==> src/rtl/uart_parity_rx.sv <==
// 8-bit UART receiver with one parity bit (even or odd) and framing check.
// Reassembles LSB-first bytes and reports parity/stop status per frame.
module uart_parity_rx #(
    parameter int CLK_FREQ   = 100_000_000,
    parameter int BAUD       = 9600,
    parameter bit PARITY_ODD = 1'b0
) (
    input  logic       clk,
    input  logic       rst_n,
    input  logic       rxd,
    output logic [7:0] data,
    output logic       data_valid,
    output logic       parity_err,
    output logic       frame_err,
    output logic       busy
);

    localparam int CLKS_PER_BIT = CLK_FREQ / BAUD;
    localparam int HALF_BIT     = CLKS_PER_BIT / 2;
    localparam int CW = (CLKS_PER_BIT > 1) ? $clog2(CLKS_PER_BIT) : 1;

    localparam logic [CW-1:0] BIT_LAST  = CW'(CLKS_PER_BIT - 1);
    localparam logic [CW-1:0] HALF_LAST = CW'(HALF_BIT - 1);
    localparam logic [CW-1:0] CNT_ONE   = CW'(1);

    typedef enum logic [2:0] {
        IDLE,
        START,
        DATA,
        PARITY,
        STOP,
        WAIT_HIGH
    } state_t;

    state_t        state;
    logic [CW-1:0] cnt;
    logic [2:0]    bitn;
    logic [7:0]    shift;
    logic          perr_pend;

    logic rx_s1;
    logic rx_s2;
    logic rx_prev;
    logic fall;
    logic bit_done;
    logic half_done;

    always_ff @(posedge clk or negedge rst_n) begin
        if (!rst_n) begin
            rx_s1   <= 1'b1;
            rx_s2   <= 1'b1;
            rx_prev <= 1'b1;
        end else begin
            rx_s1   <= rxd;
            rx_s2   <= rx_s1;
            rx_prev <= rx_s2;
        end
    end

    assign fall      = rx_prev & ~rx_s2;
    assign bit_done  = (cnt == BIT_LAST);
    assign half_done = (cnt == HALF_LAST);

    always_ff @(posedge clk or negedge rst_n) begin
        if (!rst_n) begin
            state      <= IDLE;
            cnt        <= '0;
            bitn       <= 3'd0;
            shift      <= 8'h00;
            perr_pend  <= 1'b0;
            data       <= 8'h00;
            data_valid <= 1'b0;
            parity_err <= 1'b0;
            frame_err  <= 1'b0;
            busy       <= 1'b0;
        end else begin
            data_valid <= 1'b0;
            unique case (state)
                IDLE: begin
                    cnt <= '0;
                    if (fall) begin
                        state <= START;
                        bitn  <= 3'd0;
                        busy  <= 1'b1;
                    end
                end
                START: begin
                    if (half_done) begin
                        cnt <= '0;
                        // A high mid-start sample is a line glitch, not a frame
                        if (rx_s2) begin
                            state <= IDLE;
                            busy  <= 1'b0;
                        end else begin
                            state <= DATA;
                        end
                    end else begin
                        cnt <= cnt + CNT_ONE;
                    end
                end
                DATA: begin
                    if (bit_done) begin
                        cnt   <= '0;
                        shift <= {rx_s2, shift[7:1]};
                        bitn  <= bitn + 3'd1;
                        if (bitn == 3'd7) begin
                            state <= PARITY;
                        end
                    end else begin
                        cnt <= cnt + CNT_ONE;
                    end
                end
                PARITY: begin
                    if (bit_done) begin
                        cnt       <= '0;
                        perr_pend <= rx_s2 ^ (^shift) ^ PARITY_ODD;
                        state     <= STOP;
                    end else begin
                        cnt <= cnt + CNT_ONE;
                    end
                end
                STOP: begin
                    if (bit_done) begin
                        cnt        <= '0;
                        data       <= shift;
                        parity_err <= perr_pend;
                        frame_err  <= ~rx_s2;
                        data_valid <= 1'b1;
                        // A low stop bit may be a break: wait for idle line
                        if (rx_s2) begin
                            state <= IDLE;
                            busy  <= 1'b0;
                        end else begin
                            state <= WAIT_HIGH;
                        end
                    end else begin
                        cnt <= cnt + CNT_ONE;
                    end
                end
                WAIT_HIGH: begin
                    cnt <= '0;
                    if (rx_s2) begin
                        state <= IDLE;
                        busy  <= 1'b0;
                    end
                end
                default: begin
                    state <= IDLE;
                    cnt   <= '0;
                    busy  <= 1'b0;
                end
            endcase
        end
    end

endmodule

==> config.mk <==
export PLATFORM = sky130hd
export DESIGN_NAME = uart_parity_rx
export DESIGN_NICKNAME = d
export VERILOG_FILES = /design/src/rtl/uart_parity_rx.sv
export SDC_FILE = /design/constraint.sdc
export NUM_CORES = 1
export LEC_CHECK = 0
export CORE_ASPECT_RATIO = 0.6
export CORE_UTILIZATION = 30
export DETAILED_ROUTE_END_ITERATION = 8
export PLACE_DENSITY = 0.56
export SETUP_SLACK_MARGIN = 0.3
export SYNTH_ARGS = -nofsm -noshare
export SYNTH_HDL_FRONTEND = slang
export SYNTH_SLANG_ARGS = --single-unit
==> constraint.sdc <==
create_clock -name clk -period 3.6 [get_ports clk]
set_input_delay 0.54 -clock clk [delete_from_list [all_inputs] [get_ports clk]]
set_output_delay 0.54 -clock clk [all_outputs]
set_load 0.02 [all_outputs]
==> qor.yml, run 1 <==
status: "complete, no violations"
synth_cell_types: 38
drt_iter0_drc: 87
overflow: 0
worstReg2RegEnd: "parity_err"
setup_viol: 0
fin_nets: 194
synth_nets: 177
post_cts_buffers: 0
clock-root-buffer: "clkbuf_16"
crit_type: "reg2reg"
rsz0062_at_grt: "no"
post-route-period-util_pct: 58.37
fin_tns_setup_ns: 0
ys_warn_count: 0
warning_count: 27
cp_top_family: "simple AND/OR/NAND/NOR gates"
hold_path_class: "reg2reg"
synthesis.area_um2: 2088
ff2ff_setup_slack_ns: 1.50
drive_gt1_share_pct: 20.21
ys_async_sr_fraction_pct: 100.0
antenna_found_initial: 0
p_leak_nw: 1.129
yosys.area.top_type: "dfrtp_1"
die_h_um: 66.63
cts_made_buffers: 5
num_vias: 1246
end_kind: "register"
worst_slew_pin_slew_ns: 0.9619
wire_per_inst_um: 12.81
cts_max_level: 2
grt_pass1_vias: 1148
drv_cap: 0
postCtsResizedCells: 0
diodes: 0
grt_pass1_wl_mm: 5.920
io_buffer_count: 14
cts_tree: "built"
path_clk_slew_ns: 0.06
p_int_w: 0.0009071
slew_headroom_pct: 35.88
grt_start_max_net_pins: 45
die_area_um2: 7309
max-vdd-ir-drop_mv: 0.2010
hold_ws_ns: 0.3572
required_ns: 3.77
maxSlewViolCount: 0
clock-sinks: 44
rr_worst_depth: 5
cp_slowest_cell: "and2b_1"
finalCriticalPeriod_ns: 2.101
area_delta_synth_final_pct: 17.26
synth-edff-count: 0
avgViaCountPerCell: 4.531
crit-reg2reg-launch: "cnt[0]"
ys_cells: 170
worstPathCellList: "ha_1, and3_1, nand4_4, and2b_1, mux2_2"
setup.worst_path.start: "cnt[0]"
cts_hold_buf: 0
drtPass1Iterations: 4
worstPathArrival_ns: 2.27
cp-endpoint: "parity_err"
hold_viol: 0
hpwl_mm: 2.452
pwr-share-seq_pct: 44.5
cp.depth: 5
groute.usage.overall_pct: 11.14
ys_ff: 44
p_sw_share_pct: 29.61
crit_fanout: 11
clock_path_buffers: 2
yosysSeqAreaShare_pct: 52.91
crit_buf_inv: 0
ant_nets: 0
avgSynthCellArea_um2: 12.28
max_freq_mhz: 475.9
## run 1: cell usage in the layout (no fill, tap or decap), types with 3 or more instances in the layout
master and n:
and3_1 7, clkbuf_16 5, clkdlybuf4s50_1 13, dfrtp_1 41, dfstp_2 3, ha_1 4
inv_1 5, mux2_2 13, mux2_4 5, nand2_1 6, nand3_1 7, nor2_1 18
o21ai_0 6, xnor2_1 14, xor2_1 6
## run 1: sequential cells by signal, indices dropped and copies added (netlist names)
register / count
rx_s2: 1
data_valid: 1
rx_prev: 1
perr_pend: 1
frame_err: 1
bitn: 3
state: 3
shift: 8
parity_err: 1
busy: 1
cnt: 14
data: 8
rx_s1: 1
## run 1: cells in the mapped netlist, types with 3 or more instances
cell / count
xor2_1: 6
nor2_1: 18
and3_1: 7
nand2_1: 6
dfrtp_1: 41
dfstp_2: 3
o21ai_0: 6
mux2_4: 5
inv_1: 5
nand3_1: 7
xnor2_1: 14
mux2_2: 13
ha_1: 4
## run 1: power groups by stage
stage          clock network, W  registers, W  logic (W)
4_1_cts                0.000464      0.000574   0.000263
6_report               0.000455      0.000574   0.000259
3_3_place_gp                  0      0.000583   0.000262
3_5_place_dp                  0      0.000583   0.000258
5_1_grt                0.000484      0.000583   0.000293
2_1_floorplan                 0      0.000572   0.000207
## run 1: per-stage QoR
stage               setup WS, ns  total power [W]  utilization [%]  std cells
floorplan                  1.852        0.0007793                -        170
global placement           1.503        0.0008455            34.30        267
detailed placement         1.458        0.0008410            34.30        267
CTS                        1.442         0.001301            36.52        275
global route               1.341         0.001361            36.52        275
finish                     1.499         0.001289            36.52        275
## run 1: final cells by class
type                            count  area, um2
Inverter                            5      18.77
Clock inverter                      2      10.01
Sequential cell                    44       1105
Fill cell                         675       4257
Tap cell                           87      108.9
Timing Repair Buffer               14      135.1
Clock buffer                        6      138.9
Multi-Input combinational cell    117      932.1
## run 1: layer usage
metal	vias to the layer above	part of all wire (%)	track usage (%)
li1	624	-	-
met3	5	5.6	3.523
met5	-	0	0
met2	23	34	12.34
met1	594	59	18.41
met4	0	1.2	4.000
## run 1: worst min-delay path by stage
stage | to | cells past startpoint | startpoint
3_3_place_gp | rx_s2 | 0 | rx_s1
4_1_cts | rx_s2 | 0 | rx_s1
2_1_floorplan | bitn[0] | 0 | rst_n
6_report | rx_s2 | 0 | rx_s1
5_1_grt | rx_s2 | 0 | rx_s1
3_5_place_dp | rx_s2 | 0 | rx_s1
## run 1: logic make-up after synthesis
kind of cell	synth area share (%)
AND-OR/OR-AND	5.333
XOR/XNOR	8.388
adder cells (fa/ha/maj)	2.397
buffers and inverters	2.457
flip-flops	52.91
multiplexers	11.56
AND/OR/NAND/NOR	16.96
## run 1: worst register-to-register path, stage by stage, from the launching register on
cell,delay [ns]
dfrtp_1,0.38
ha_1,0.20
and3_1,0.29
nand4_4,0.17
and2b_1,0.55
mux2_2,0.40
run_1/cell_density.png
Drawn at 3 px/um. 11 x 7 tiles, from black (low) to pale yellow (high), 0 to 100% covered.
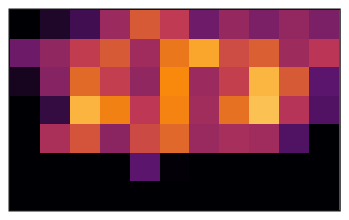
emptiest ninth of the die = lower right
nearly empty tiles = 33%
tiles over 75% full = 5.2%
fullest tile = 87%
mean over tiles = 32%
core area: 6705 um2
FP Util: 31.14%

run_1/clk_routes.png
Drawn at 6 px/um.
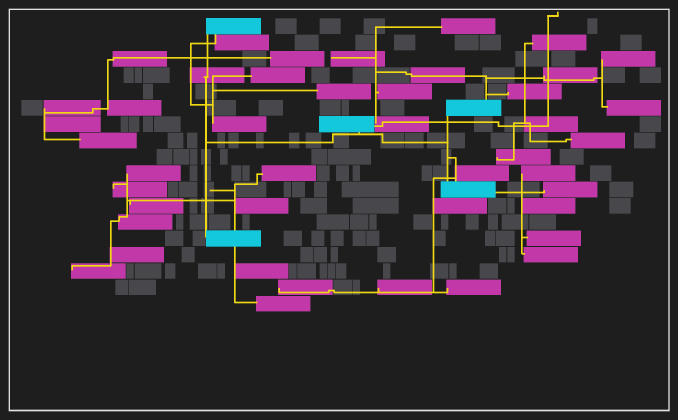
clock drivers -> cyan  # count 5
clock wires -> yellow  # length 570 um
flip-flops -> magenta  # count 44
routed clock nets = 6
Latency at later pin: 0.28 ns
Clk network pwr share: 35.3%
Worst Skew: 0.005421 ns
P_clk: 0.000455 W

run_1/placement_by_type.png
Drawn at 4 px/um. Fill, decap, tap and diode cells in gray.
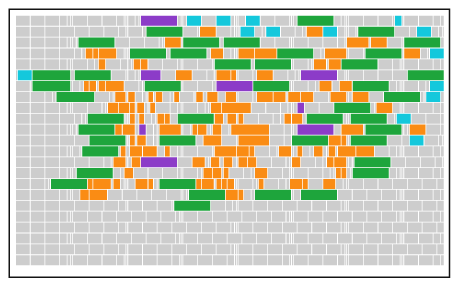
combinational and other logic -> orange  # cells 122
remaining buffers and delay cells -> cyan  # cells 14
sequential cells -> green  # cells 44
clock drivers and dummy loads -> purple  # cells 8
sequential cell area share: 45.12%
post-route cell area: 2449 um2
final core occ: 36.52%
FP Rows: 23

run_1/detail.png
Region (42, 21) to (67, 46) um. Cells in gray, sequential cells in the stronger gray; small squares are vias.
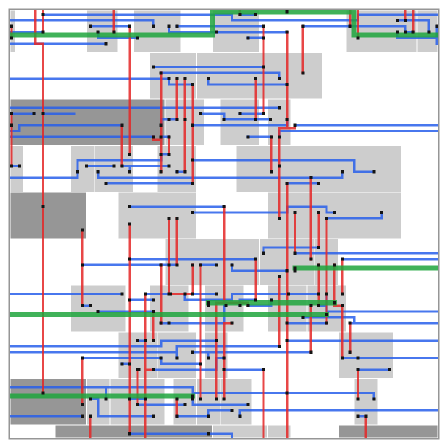
metal 2 -> red
metal 1 -> blue
metal 3 -> green
sequential cells in the window = 1
most frequent = nor2_1 (4)
netlist names of flops here include = state (1)
cells with their middle in the window = 34

--- run 2 (diff from run 1) ---
PLACE_DENSITY = 0.58   (was 0.56)
clock period = 1.8 ns   (was 3.6 ns; I/O delays follow)
run_2/clk_routes.png
Drawn at 6 px/um.
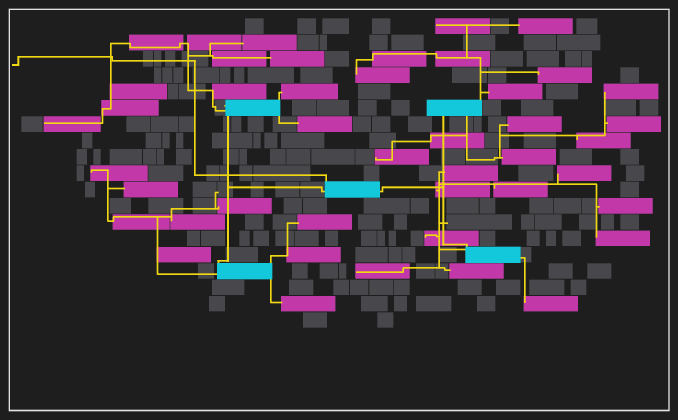
Worst Skew: 0.006464 ns
P_clk: 0.00103 W
Clk network pwr share: 30.0%
Latency at later pin: 0.29 ns

run_2/cell_density.png
Drawn at 3 px/um. 11 x 7 tiles, from black (low) to pale yellow (high), 0 to 100% covered.
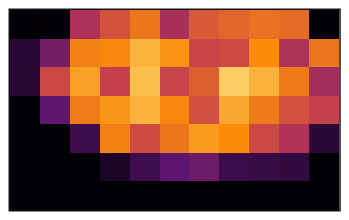
final core occ: 45.05%

==> run 2 against run 1 <==
Total power rose to 2.7 times the previous value. Sequential cell count did not move. Die size stayed put.
==> qor.yml, run 2 <==
synth_cell_types: 38
maxSlewViolCount: 0
synth_nets: 177
crit_type: "reg2reg"
synthFlopType: "dfrtp_1"
drt_iter0_drc: 41
cts_tree: "built"
status: "complete, no violations"
final_cell_mix: "38 x dfrtp_1, 18 x buf_4, 15 x mux2_4, 12 x xnor2_1"
row_count: 23
max_freq_mhz: 575.4
clock-sinks: 44
yosys.area.top_type: "dfrtp_1"
ys_ff: 44
fp.dieW_um: 109.7
crit_fanout: 5
fin_tns_setup_ns: 0
required_ns: 1.97
syn_inst: 170
cts_max_level: 2
antenna_found_initial: 0
hold_path_class: "reg2reg"
hold_ws_ns: 0.3564
worstPathArrival_ns: 1.91
num_vias: 1408
drv_cap: 0
grt_pass1_vias: 1380
common_cells: "41 x dfrtp_1, 18 x nor2_1, 14 x xnor2_1"
core_area_um2: 6705
diodes: 0
overflow: 0
post-route-period-util_pct: 96.55
top_register: "cnt"
io_buffer_count: 14
largestRegisters: "cnt x14, data x8, shift x8"
grt_start_max_net_pins: 25
synth-edff-count: 0
ys_cells: 170
ys_async_sr_fraction_pct: 100.0
ys_warn_count: 0
grt_pass1_wl_mm: 6.865
fp_util_pct: 31.14
avgViaCountPerCell: 4.571
slew_headroom_pct: 78.21
end_kind: "register"
pin_count: 15
path_clk_slew_ns: 0.06
largest_reg_flops: 14
groute.usage.overall_pct: 12.96
warning_count: 30
clock_path_buffers: 2
worst_slew_pin_slew_ns: 0.3262
yosysSeqAreaShare_pct: 52.91
area_delta_synth_final_pct: 44.64
setup_viol: 0
wire_per_inst_um: 13.95
die_h_um: 66.63
drtPass1Iterations: 4
die_area_um2: 7309
clock-root-buffer: "clkbuf_16"
finalCriticalPeriod_ns: 1.738
yosys.cell_count.top_type: "dfrtp_1"
p_leak_nw: 1.414
rsz0062_at_grt: "yes"
max-vdd-ir-drop_mv: 0.5640
hpwl_mm: 2.717
synthesis.area_um2: 2088
start_kind: "register"
avgSynthCellArea_um2: 12.28
hold_viol: 0
ant_nets: 0
cts_made_buffers: 5
mostFrequentLayoutCell: "dfrtp_1"
drive_gt1_share_pct: 47.06
fin_nets: 227
==> run 2: cell counts after synthesis <==
Identical to the previous run, type by type.
==> run 2: critical path, stage by stage (launching register included) <==
cell and delay (ns):
dfrtp_1 0.38, ha_2 0.19, and3_4 0.21, nand4_4 0.12
and2b_2 0.28, buf_6 0.13, mux2_4 0.30
==> run 2: worst paths after layout <==
kind,startpoint,to,slack (ns),depth (start not counted)
worst max-delay path,cnt[0],data[7],0.06,6
worst min-delay path,rx_s1,rx_s2,0.36,0
worst max register to register,cnt[0],data[7],0.06,6
worst min register to register,rx_s1,rx_s2,0.36,0
max in group asynchronous,rst_n,cnt[6],1.06,3
min in group asynchronous,rst_n,shift[5],0.46,3
==> run 2: cells by family after synthesis <==
kind of cell | Yosys count | share of synthesized area [%]
DFF | 44 | 52.91
and+or+nand+nor | 58 | 16.96
muxes | 20 | 11.56
xor gates and xnor gates | 20 | 8.388
buffers and inverters | 9 | 2.457
adders and majority gates | 4 | 2.397
AOI/OAI and AO/OA | 15 | 5.333
==> run 2: layout make-up <==
type,instances,area (um2)
Clock inverter,3,42.54
Timing Repair Buffer,47,447.9
Sequential cell,44,1109
Tap cell,87,108.9
Clock buffer,5,125.1
Multi-Input combinational cell,117,1169
Fill cell,622,3685
Inverter,5,18.77
==> run 2: layer usage <==
layer	up-vias	global-route usage, %	wire, um
met1	686	19.64	2382
li1	699	-	-
met2	15	16.43	1714
met4	0	5.500	68
met5	-	0	0
met3	8	3.816	130
==> run 2: power by group <==
part	internal [W]	total [W]	switching (W)	leakage (nW)
Clock	0.000652	0.00103	0.000378	0.0798
Sequential	0.00106	0.00118	0.000115	0.593
Combinational	0.000634	0.00122	0.000589	0.742
Total	0.00235	0.00343	0.00108	1.41
==> run 2: per-stage QoR <==
step	cell area (um2)	utilization, %	power [W]	std cells	setup WS [ns]
after floorplan	2096	-	0.001571	170	0.09576
after global placement	2430	36.24	0.001790	282	0.03872
after detailed placement	2430	36.24	0.001789	282	-0.008801
after CTS	2780	41.46	0.003117	304	0.05573
after global routing	3020	45.05	0.003601	308	-0.02537
final	3020	45.05	0.003432	308	0.06214
==> run 2: what timing repair did <==
action,CTS,global route
setup buffers,12,4
pin swaps,10,10
hold buffers,1,0
setup endpoints to repair,49,41
cloned,1,0
gates resized,37,52
hold endpoints to repair,39,0
Power is estimated from default activity; no workload was simulated.
